**Run 1: register map, names as in the netlist**

Bar = 50 um. Other sequential cells in the stronger gray, the rest of the logic in the fainter gray.
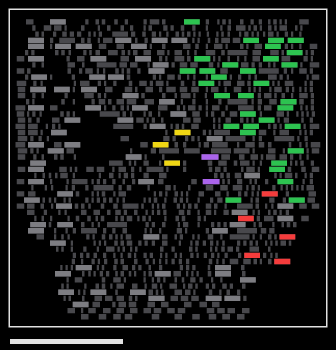
**Run 1: pin placement**

Bar = 50 um. Pins as bars across the die edge, other pins in gray.
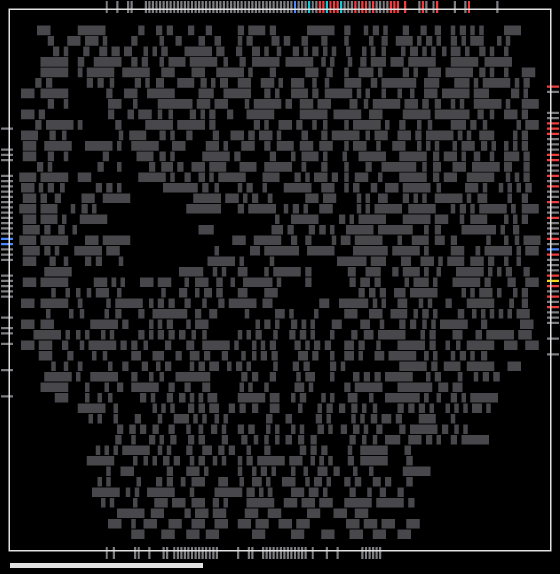
**Run 1: zoomed window**

Bar = 20 um. Window x 45 to 95, y 73 to 123 um. Cells in gray, sequential cells in the stronger gray; small squares are vias.
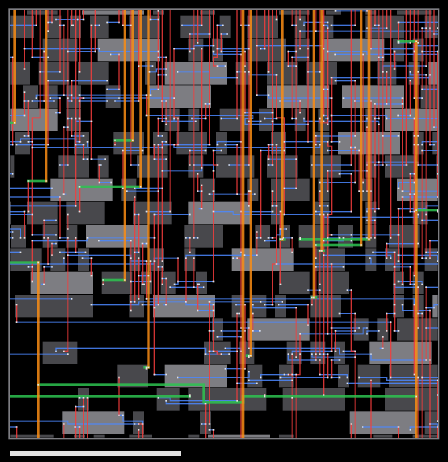
==> config.mk <==
export PLATFORM = sky130hd
export DESIGN_NAME = lsu_mem_port
export DESIGN_NICKNAME = d
export VERILOG_FILES = /design/src/rtl/lsu_mem_port.sv
export SDC_FILE = /design/constraint.sdc
export NUM_CORES = 1
export LEC_CHECK = 0
export ABC_AREA = 1
export CAP_MARGIN = 20
export CELL_PAD_IN_SITES_DETAIL_PLACEMENT = 1
export CELL_PAD_IN_SITES_GLOBAL_PLACEMENT = 1
export CORE_MARGIN = 2
export CORE_UTILIZATION = 30
export DETAILED_ROUTE_END_ITERATION = 10
export PLACE_DENSITY = 0.8
export REMOVE_ABC_BUFFERS = 1
export SKIP_CTS_REPAIR_TIMING = 1
export SYNTH_ARGS = -nofsm -noshare
export SYNTH_HDL_FRONTEND = slang
export SYNTH_SLANG_ARGS = --single-unit
export TNS_END_PERCENT = 1
==> constraint.sdc <==
create_clock -name I_clk -period 2 [get_ports I_clk]
set_input_delay 0.5 -clock I_clk [delete_from_list [all_inputs] [get_ports I_clk]]
set_output_delay 0.5 -clock I_clk [all_outputs]
set_load 0.005 [all_outputs]
==> results_dict.tcl, run 1 <==
# implementation run metrics
set metrics [dict create \
    hpwlAfterDp_um 15400 \
    power_frac_comb_pct 50.0 \
    io_pins 208 \
    cp_top_family "buffers and inverters" \
    layout-drive-gt1-share_pct 13.9 \
    rows 49 \
    drt-initial-drc-count 382 \
    synthAdderAreaFrac_pct 1.36 \
    cellLeakagePower_nw 4.35 \
    end_kind "output port" \
    p_int_w 0.00587 \
    grt_pass1_wl_um 32900 \
    worst_pin_slew_ps 371 \
    top_area_share_pct 39.0 \
    r2r_cells 10 \
    critPathArrivalTime_ps 1760 \
    clk_pin_slew_ps 80 \
    use_met1_pct 25.5 \
    setup.worst_path.start_class "flip-flop" \
    clock_skew_ps 8.23 \
    gp_congestion 0.822 \
    netlist_area_um2 5540 \
    route.met3.wl_um 1010 \
    p_per_area_nw_per_um2 1150 \
    grt_pass1_vias 6365 \
    powerClk_w 0.00179 \
    vdd_drop_max_uv 642 \
    grt_max_degree 61 \
    cp_max_fo 10 \
    min_period_ps 2260 \
    wire_per_inst_um 16.6 \
    ys_sh_aoi_pct 19.4 \
    hold_viol 0 \
    first_pass_iters 4 \
    outcome "finished, violations left" \
    grt-busiest-layer "met2" \
    pg_comb_w 0.00488 \
    worst-r2r-setup-slack_ps 140 \
    power_switching_share_pct 39.8 \
    wl_met2_um 10600 \
    ys_cells 867 \
    ys_warn_count 0 \
    cts_tree "built" \
    fin_ws_ps -258 \
    netlist_instances 867 \
    grt_overflow 0 \
    ys_types 28 \
    dp.cells 1282 \
    num_vias 6437 \
    final_antenna_net_count 0 \
    muxShareOfSynthArea_pct 0 \
    vias_per_cell 4.91 \
    area_delta_synth_final_pct 53.1 \
    maxCapViolCount 0 \
    critPathKind "flip-flop to output port" \
    hp-class "flip-flop to flip-flop" \
    violations "setup timing" \
    clock.fmax_mhz 443 \
    cts-root-buf "clkbuf_16" \
    cts_num_sinks 108 \
    cts_buffer_depth 2 \
    die-area_um2 19600 \
    drt_wl_total_um 21800 \
    htreeDepth 3 \
    finalSetupViolations 36 \
    relSlewSlack_pct 75.1 \
    top_layer "met4" \
    path_buffers 4 \
    drv_slew 0 \
    critPathRequiredTime_ps 1500 \
    crit_cells 6 \
    power_leader "combinational cells" \
    cp_slowest_cell "clkdlybuf4s50_1" \
    use_met3_pct 3.49 \
    power.switching_w 0.00388 \
    fin_tns_setup_ps -1910 \
    synth_seq_share_pct 39.0 \
    largest_area_cell "dfxtp_1" \
    synth-seq-cells 108 \
    final_cell_count_no_fill 1312 \
    fp_util_pct 30.7 \
    seqPwrFrac_pct 31.6 \
    warnings 29 \
    drc 0 \
    path_cells "buf_6, ha_4, nand2_4, buf_12, inv_2, clkdlybuf4s50_1" \
    grt_util_all_layers_pct 20.9 \
    simple_gate_area_share_pct 27.9 \
    whs_path_depth 2 \
    rsz0062_at_grt "yes" \
    topCellsByArea "dfxtp_1 39%, nor2_1 12%, o21ai_0 11%, nand2_1 8.7%, inv_1 7.3%" \
    clock_power_share_pct 18.4 \
]
## Picture notes: 'register map, names as in the netlist'
[`funct3_q`] yellow | flops: 3
[`state_q`] purple | flops: 2
[`cnt_q`] red | flops: 5 | where: bottom right
[`addr_q`] green | flops: 32
Power Sequential: 0.00309 W
final core utilization: 47.0%
register share of the cell area: 25.5%
FF/Latch Area: 2160 um2

## Picture notes: 'pin placement'
[`I_funct3`] cyan | pins: 3 | direction: input | edge: top
[`I_addr`] red | pins: 32 | direction: input | edge: 16 right, 16 top
[`O_mem_mask`] blue | pins: 4 | direction: output | edge: 2 left, 1 right, 1 top
[`I_mem_stall`] yellow | pins: 1 | direction: input | edge: right
all pins by edge: 86 top, 45 right, 45 bottom, 32 left
# port buffers: 207
Die X: 140 um
DIE HEIGHT: 140 um

## Picture notes: 'zoomed window'
[met3] green
[met1] blue
[met2] red
[met4] orange
sequential cells in the window: 21
most frequent: clkdlybuf4s50_1 (25), nor2_1 (24), o21ai_0 (23)
cells with their middle in the window: 150

-- run 1: through the flow --
stage | setup WS [ps] | util [%] | area, um2 | power, W | hold slack, ps
6_report | -258 | 47.0 | 8480 | 0.00976 | 454
4_1_cts | -502 | 46.3 | 8350 | 0.00930 | 457
3_3_place_gp | -47.9 | 44.7 | 8060 | 0.00734 | 439
3_5_place_dp | -105 | 44.7 | 8060 | 0.00748 | 446
5_1_grt | -306 | 47.0 | 8480 | 0.0105 | 473
2_1_floorplan | -1320 | - | 5280 | 0.00519 | 429
-- run 1: cells in the mapped netlist --
library cell	count
a211oi_1	4
a21oi_1	75
a31oi_1	1
buf_1	2
buf_2	13
buf_4	4
buf_6	1
clkbuf_1	38
clkinv_1	2
dfxtp_1	108
ha_1	6
inv_1	108
inv_2	3
nand2_1	129
nand3_1	63
nand3_2	2
nand3_4	1
nand4_4	1
nor2_1	170
nor2_2	3
nor3_1	2
nor3b_1	1
o211a_1	1
o211ai_1	6
o21ai_0	118
o21bai_1	1
o22ai_1	2
or2_1	2
-- run 1: layout make-up --
cell class / count / area, um2
repair buffers: 257 / 2520
diodes: 1 / 2.50
clock buffers: 10 / 229
clock inverters: 6 / 56.3
inverters: 113 / 427
flip-flops and latches: 108 / 2160
multi-input cells: 588 / 2790
fillers: 2319 / 9540
well taps: 229 / 287
-- run 1: cells in the final DEF (no fill, tap or decap), types with 21 or more instances in the layout --
cell             Yosys  routed
o21ai_0            118     118
nand3_1             63      63
nand2_1            129     121
buf_4                4      28
clkdlybuf4s50_1      0     135
clkbuf_2             0      21
buf_2               13      22
dfxtp_1            108     106
nor2_1             170     160
dlymetal6s2s_1       0      28
a21oi_1             75      74
inv_1              108     100
==> run 2, diff against run 1 <==
--- a/config.mk
+++ b/config.mk
@@ -6,6 +6,7 @@
 export NUM_CORES = 1
 export LEC_CHECK = 0
 export ABC_AREA = 1
+export ABC_CLOCK_PERIOD_IN_PS = 2000
 export CAP_MARGIN = 20
 export CELL_PAD_IN_SITES_DETAIL_PLACEMENT = 1
 export CELL_PAD_IN_SITES_GLOBAL_PLACEMENT = 1
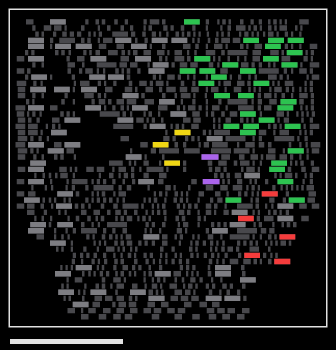
**Above:** run 2 (register map, names as in the netlist).
Bar = 50 um. Other sequential cells in the stronger gray, the rest of the logic in the fainter gray.
[`state_q`] purple | flops: 2
[`cnt_q`] red | flops: 5 | where: bottom right
[`funct3_q`] yellow | flops: 3
[`addr_q`] green | flops: 32

==> run 2 against run 1 <==
Against the previous run:
- the run still ends with setup timing left
- global-route usage is the same
- utilization is the same
- sequential share of layout area is the same
- area after synthesis is the same
- via count is the same
- non-clock buffer count is the same
- die size is the same
- final cell count is the same
- critical path depth is the same
- worst setup slack is the same
- routed wire length is the same
- sequential power is essentially flat
==> results_dict.tcl, run 2 <==
# implementation run metrics
set metrics [dict create \
    outcome "finished, violations left" \
    violations "setup timing" \
    antenna_found_initial 1 \
    min_period_ps 2260 \
    grt_pass1_wl_um 32900 \
    ys_warn_count 0 \
    grt_pass1_vias 6365 \
    p_per_area_nw_per_um2 1150 \
    rsz0062_at_grt "yes" \
    place_area_um2 8060 \
    final_util_pct 47.0 \
    final_cell_count_no_fill 1312 \
    vias_per_cell 4.91 \
    first_pass_iters 4 \
    topCellsByArea "dfxtp_1 39%, nor2_1 12%, o21ai_0 11%, nand2_1 8.7%, inv_1 7.3%" \
    clock_skew_ps 8.23 \
    dp.cells 1282 \
    netlist_area_um2 5540 \
    edf_count 0 \
    ys.flop_type "dfxtp_1" \
    htreeDepth 3 \
    most_common_cell "nor2_1" \
    netlist_instances 867 \
    wire_per_inst_um 16.6 \
    largest_area_cell "dfxtp_1" \
    r2r_cells 10 \
    drc 0 \
    gp_congestion 0.822 \
    ys_cells 867 \
    fin_area_um2 8480 \
    grt_max_degree 61 \
    worst-r2r-setup-slack_ps 140 \
    clock_latency_ps 360 \
    setup.worst_path.start_class "flip-flop" \
    hold_viol 0 \
    critPathRequiredTime_ps 1500 \
    relSlewSlack_pct 75.1 \
    cts_tree "built" \
    whs_path_depth 2 \
    hp-class "flip-flop to flip-flop" \
    critPathArrivalTime_ps 1760 \
    io_pins 208 \
    die-area_um2 19600 \
    cts-root-buf "clkbuf_16" \
    synth_seq_share_pct 39.0 \
    n_fill_cell 2319 \
    rows 49 \
    synth-seq-cells 108 \
    grt_overflow 0 \
    vdd_drop_max_uv 642 \
    cellLeakagePower_nw 4.35 \
    io_buffers 207 \
    cp_max_fo 10 \
    critPathKind "flip-flop to output port" \
    ys_async_sr_fraction_pct 0 \
    layout_top_cells "160 x nor2_1, 135 x clkdlybuf4s50_1, 121 x nand2_1" \
    die_w_um 140 \
    grt_util_all_layers_pct 20.9 \
    finalSetupViolations 36 \
    clock.fmax_mhz 443 \
    syn_avg_cell_area_um2 6.39 \
    fin_tns_setup_ps -1910 \
    top_area_share_pct 39.0 \
    fp_util_pct 30.7 \
    synthTopCellsByCount "170 x nor2_1, 129 x nand2_1, 118 x o21ai_0, 108 x dfxtp_1, 108 x inv_1" \
    cts_num_sinks 108 \
    clk_pin_slew_ps 80 \
    core_area_um2 18000 \
    layout-drive-gt1-share_pct 13.9 \
    worst_pin_slew_ps 371 \
    drt-initial-drc-count 382 \
    final_antenna_net_count 0 \
    num_vias 6437 \
    whs_ps 454 \
    cts_buffer_depth 2 \
    ys_types 28 \
    drv_slew 0 \
    end_kind "output port" \
    ys_area_um2 5540 \
    fin_ws_ps -258 \
    maxCapViolCount 0 \
    warnings 29 \
    cts_buffers 9 \
    nets 1187 \
    area_delta_synth_final_pct 53.1 \
    hpwlAfterDp_um 15400 \
    drt_wl_total_um 21800 \
    fin_crit_sh_pct 113 \
    mostFrequentLayoutCell "nor2_1" \
    dieHeight_um 140 \
]
## run 2: area by class of cell
class | instances | area, um2 | share of cell area, %
Multi-Input combinational cell | 588 | 2790 | 32.9
Timing Repair Buffer | 257 | 2520 | 29.8
Sequential cell | 108 | 2160 | 25.5
Inverter | 113 | 427 | 5.03
Tap cell | 229 | 287 | 3.38
Clock buffer | 10 | 229 | 2.70
Clock inverter | 6 | 56.3 | 0.664
Antenna cell | 1 | 2.50 | 0.0295
## run 2: worst max-delay path, stage by stage (launching register included)
cell	delay, ps
dfxtp_2	350
buf_6	110
ha_4	120
nand2_4	70
buf_12	160
inv_2	90
clkdlybuf4s50_1	500
## run 2: routing by layer
layer	part of all wire, %	routed length [um]	global-route usage, %	vias up
met3	4.6	1010	3.49	54
li1	-	-	-	3170
met5	0	0	0	-
met1	42	9140	25.5	3048
met4	4.8	1050	11.5	0
met2	49	10600	35.2	165
## run 2: report_power, final
group / internal [W] / switching, W
Combinational: 0.00223 / 0.00265
Sequential: 0.00277 / 0.000321
Clock: 0.000875 / 0.000916
## run 2: stage by stage
| stage | power [W] | worst slack, ps |
|---|---|---|
| 2_1_floorplan | 0.00519 | -1320 |
| 3_3_place_gp | 0.00734 | -47.9 |
| 3_5_place_dp | 0.00748 | -105 |
| 4_1_cts | 0.00930 | -502 |
| 5_1_grt | 0.0105 | -306 |
| 6_report | 0.00976 | -258 |
## run 2: kinds of logic after synthesis
group	count (synthesis)	synth area share, %
compound gates	208	19.4
fa+ha+maj	6	1.35
buf+inv	171	12.3
flops	108	39.0
simple gates	374	27.9
Power is estimated from default activity; no workload was simulated.
